`config.mk`:
```
export PLATFORM = sky130hd
export DESIGN_NAME = cpu_mdu_issue
export DESIGN_NICKNAME = d
export VERILOG_FILES = /design/src/rtl/cpu_mdu_pkg.sv /design/src/rtl/cpu_mdu_issue.sv
export SDC_FILE = /design/constraint.sdc
export NUM_CORES = 1
export LEC_CHECK = 0
export ABC_AREA = 1
export CAP_MARGIN = 30
export CELL_PAD_IN_SITES_DETAIL_PLACEMENT = 2
export CELL_PAD_IN_SITES_GLOBAL_PLACEMENT = 2
export CORE_MARGIN = 1
export CORE_UTILIZATION = 25
export DETAILED_ROUTE_END_ITERATION = 8
export GPL_ROUTABILITY_DRIVEN = 1
export PLACE_DENSITY_LB_ADDON = 0.2
export SETUP_SLACK_MARGIN = 0.15
export SYNTH_ARGS = -nofsm -noshare
export SYNTH_HDL_FRONTEND = slang
export SYNTH_SLANG_ARGS = --single-unit
```
`constraint.sdc`:
```
create_clock -name clk -period 2.1 [get_ports clk]
set_clock_uncertainty 0.2 [all_clocks]
set_input_delay 0.21 -clock clk [delete_from_list [all_inputs] [get_ports clk]]
set_output_delay 0.21 -clock clk [all_outputs]
set_load 0.05 [all_outputs]
```
`src/rtl/cpu_mdu_pkg.sv`:
```
// cpu_mdu_pkg
//   Shared definitions for the multiply/divide issue path:
//   - mdu_op_e : 3-bit M-extension op encodings, common to the decoder,
//                this sequencer and the MDU datapath
//   - state_e  : issue/writeback sequencer states
package cpu_mdu_pkg;

  typedef enum logic [2:0] {
    MDU_MUL    = 3'd0,
    MDU_MULH   = 3'd1,
    MDU_MULHSU = 3'd2,
    MDU_MULHU  = 3'd3,
    MDU_DIV    = 3'd4,
    MDU_DIVU   = 3'd5,
    MDU_REM    = 3'd6,
    MDU_REMU   = 3'd7
  } mdu_op_e;

  typedef enum logic [2:0] {
    ST_IDLE  = 3'd0,
    ST_ISSUE = 3'd1,
    ST_WAIT  = 3'd2,
    ST_WB    = 3'd3,
    ST_DRAIN = 3'd4
  } state_e;

endpackage

```
`src/rtl/cpu_mdu_issue.sv`:
```
// cpu_mdu_issue
//   Issue and writeback sequencer for the multiply/divide unit. Accepts one
//   request, pulses mdu_start, holds the operands stable, waits for
//   mdu_ready and presents the result on the register-file writeback port.
//   Handles pipeline flush, x0 destinations and a watchdog against a hung MDU.
//
//   Ports
//     clk, reset_n          clock (rising edge), async active-low reset
//     flush                 kill the in-flight request
//     req_valid/req_ready   request handshake; req_op/req_a/req_b/req_rd payload
//     mdu_start             one-cycle start pulse to the MDU
//     mdu_control           op code to the MDU
//     mdu_operand_a/_b      operands to the MDU (held until the next accept)
//     mdu_result/mdu_ready  MDU result, valid in the mdu_ready pulse cycle
//     wb_valid/wb_ack       writeback handshake; wb_rd/wb_data payload
//     busy                  sequencer not idle (pipeline stall)
//     err_timeout           one-cycle pulse when the watchdog fires
module cpu_mdu_issue
  import cpu_mdu_pkg::*;
#(
  parameter int XLEN    = 32,
  parameter int TIMEOUT = 64
) (
  input  logic            clk,
  input  logic            reset_n,
  input  logic            flush,
  input  logic            req_valid,
  output logic            req_ready,
  input  logic [2:0]      req_op,
  input  logic [XLEN-1:0] req_a,
  input  logic [XLEN-1:0] req_b,
  input  logic [4:0]      req_rd,
  output logic            mdu_start,
  output logic [2:0]      mdu_control,
  output logic [XLEN-1:0] mdu_operand_a,
  output logic [XLEN-1:0] mdu_operand_b,
  input  logic [XLEN-1:0] mdu_result,
  input  logic            mdu_ready,
  output logic            wb_valid,
  output logic [4:0]      wb_rd,
  output logic [XLEN-1:0] wb_data,
  input  logic            wb_ack,
  output logic            busy,
  output logic            err_timeout
);

  localparam int CW = $clog2(TIMEOUT + 1);

  state_e          state_q, state_d;
  mdu_op_e         op_q;
  logic [XLEN-1:0] a_q, b_q, data_q;
  logic [4:0]      rd_q;
  logic [CW-1:0]   wd_q;
  logic            err_q;
  logic            accept;
  logic            waiting;
  logic            wd_expired;

  assign accept     = req_valid && req_ready;
  assign waiting    = (state_q == ST_WAIT) || (state_q == ST_DRAIN);
  // Fires in the TIMEOUT-th cycle spent waiting; a ready in that cycle wins.
  assign wd_expired = waiting && !mdu_ready && (wd_q == CW'(TIMEOUT - 1));

  always_comb begin
    state_d = state_q;
    case (state_q)
      ST_IDLE:  if (accept) state_d = ST_ISSUE;
      ST_ISSUE: state_d = flush ? ST_DRAIN : ST_WAIT;
      ST_WAIT: begin
        if (mdu_ready) begin
          if (flush || (rd_q == 5'd0)) state_d = ST_IDLE;
          else                         state_d = ST_WB;
        end else if (wd_expired) begin
          state_d = ST_IDLE;
        end else if (flush) begin
          state_d = ST_DRAIN;
        end
      end
      ST_WB:    if (wb_ack || flush) state_d = ST_IDLE;
      ST_DRAIN: if (mdu_ready || wd_expired) state_d = ST_IDLE;
      default:  state_d = ST_IDLE;
    endcase
  end

  always_ff @(posedge clk or negedge reset_n) begin
    if (!reset_n) state_q <= ST_IDLE;
    else          state_q <= state_d;
  end

  // Capture register: drives the MDU inputs in every state and only
  // changes on accept, so the MDU never sees operands move mid-operation.
  always_ff @(posedge clk or negedge reset_n) begin
    if (!reset_n) begin
      op_q <= MDU_MUL;
      a_q  <= '0;
      b_q  <= '0;
      rd_q <= '0;
    end else if (accept) begin
      op_q <= mdu_op_e'(req_op);
      a_q  <= req_a;
      b_q  <= req_b;
      rd_q <= req_rd;
    end
  end

  always_ff @(posedge clk or negedge reset_n) begin
    if (!reset_n)                                         data_q <= '0;
    else if ((state_q == ST_WAIT) && mdu_ready && !flush) data_q <= mdu_result;
  end

  // Watchdog: cleared on entry to WAIT (from ISSUE) and on entry to DRAIN.
  always_ff @(posedge clk or negedge reset_n) begin
    if (!reset_n) begin
      wd_q <= '0;
    end else if (state_q == ST_ISSUE) begin
      wd_q <= '0;
    end else if ((state_q == ST_WAIT) && flush && !mdu_ready) begin
      wd_q <= '0;
    end else if (waiting) begin
      wd_q <= wd_q + CW'(1);
    end
  end

  always_ff @(posedge clk or negedge reset_n) begin
    if (!reset_n) err_q <= 1'b0;
    else          err_q <= wd_expired;
  end

  assign req_ready     = (state_q == ST_IDLE) && !flush;
  assign mdu_start     = (state_q == ST_ISSUE);
  assign wb_valid      = (state_q == ST_WB);
  assign busy          = (state_q != ST_IDLE);
  assign err_timeout   = err_q;
  assign wb_rd         = rd_q;
  assign wb_data       = data_q;
  assign mdu_control   = op_q;
  assign mdu_operand_a = a_q;
  assign mdu_operand_b = b_q;

endmodule

```
Routing congestion:
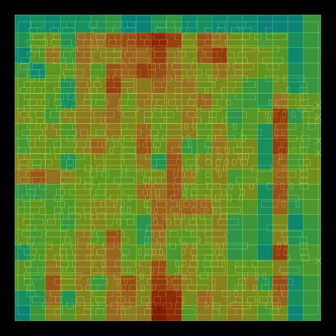
busiest layer in global routing: met2
Final Util: 42.4%

Selected gate families:
Bar = 50 um.
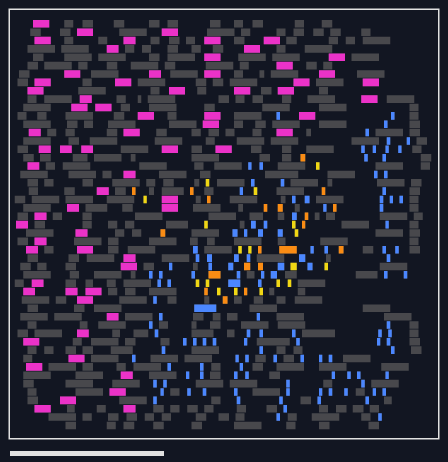
Key: orange = nor cells [cells 20, most used nor2_1]; blue = nand cells [cells 126, most used nand2_1]; magenta = mux cells [cells 69, most used mux2_4]; yellow = inv cells [cells 18, most used inv_1, where center]
most common cell after layout, fill and taps aside: sky130_fd_sc_hd__dfrtp_1
fraction of area in multi-input gates: 21.7%

==> notes.md <==
Notes on the flow outputs.

- In the finished design the tool counted flip-flops and latches totalling between 100 and 150.
- The clock transition at the register clock pins on the worst setup and hold paths after CTS reads 0.06 ns.
- The sort of element at the start of the critical path is a flop.
- The part of the total power dissipated in sequential elements reads a little over a quarter.
- The count of unresolved DRC violations after routing is 5.
- Summing all multi-input logic gate instances after layout gives roughly 0.0017 mm^2.
- The met1 layer wirelength in the final routing reads 5640 um.
- Yosys instantiated no cell more often than sky130_fd_sc_hd__dfrtp_1.
- The number of standard cells after synthesis reads between 300 and 400.
- Detailed routing placed a total of 960 um of wire on met3.
- The final reports fail on DRC.
- The slew at the pin with the worst max-slew slack is about 0.57 ns.
- For this run, the chip area from Yosys synthesis comes to ~0.0047 mm^2.
- The number of antenna diodes in the final layout is 0.
- The worst-case reg-to-reg setup slack stands at 0.23 ns.
- The run finished, with violations left.
- The number of tap cells added at floorplan reads 229.
- The area of the chip is approximately 0.019 mm^2.
- The detailed-route vias per instance reads around 4.3.
- The final net count is 727.
- The portion of netlist area occupied by mux cells reads roughly a fifth.
- The wire length on met2 reads 8860 um.
- The reported leakage power reads 0.00384 uW.
- The number of maximum-capacitance violations recorded for the run is 0.
- The worst path uses 89.3% of the clock period.
- The adder-cell area share of the yosys netlist reads less than 1%.
- The power density relative to cell area is 1880 mW/mm^2.
- Looking at the critical path, the highest net fanout was 4.
- The number of cells on the worst reg-to-reg path is 6.
- The number of placement rows is 49.
- The detailed router placed approximately 3,700 vias in this run.
- The clock buffer count is 20.
- At the worst endpoint, the arrival time is 1.47 ns.
- The total number of warnings across the stage logs reads 29.
- The share of power burned in the clock network is 20.3%.
- The per-cell routed wire length is between 15 and 20 um.
Cells by drive strength:
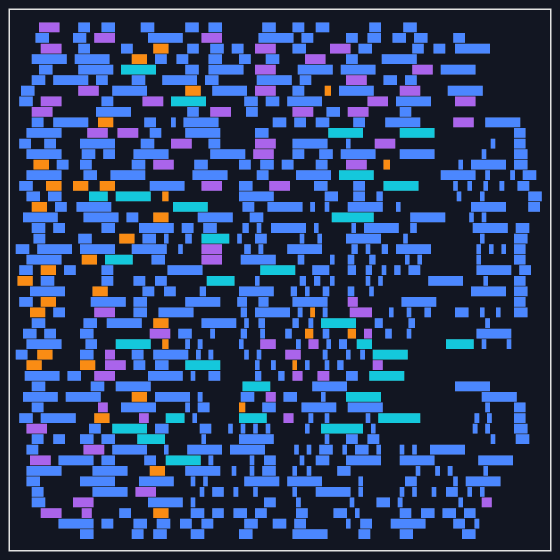
Key: orange = x2 [cells 34, share 5.4%]; blue = x1 and smaller [cells 503, share 80%]; purple = x3 and x4 [cells 60, share 9.6%]; cyan = x6 and larger [cells 30, share 4.8%]
post-layout worst setup margin: 0.224 ns
post-layout instance area: 0.00771 mm^2
area added between synthesis and finish: 64.1%
number of buffers outside the clock class in the layout: 231

## per-layer routing
metal / global-route usage, % / vias to the layer above
met5: 0 / -
met4: 6.26 / 0
met3: 6.73 / 23
met2: 32.5 / 105
met1: 17.4 / 1878
li1: - / 1711
## power groups by stage
stage	clock network, uW	logic [uW]	registers (uW)
after floorplan	0	1900	7400
after global placement	0	8280	3870
after detailed placement	0	8440	3940
after CTS	3040	7770	3900
after global routing	3110	8050	4020
final	2940	7660	3880
## worst max-delay path, stage by stage, from the launching register on
cell,delay [ns]
sky130_fd_sc_hd__dfrtp_1,0.42
sky130_fd_sc_hd__nor2_2,0.18
sky130_fd_sc_hd__nand2_4,0.09
sky130_fd_sc_hd__nor2_4,0.19
sky130_fd_sc_hd__buf_12,0.17
Power figures rest on the tool's default switching activity, not on a simulated workload.
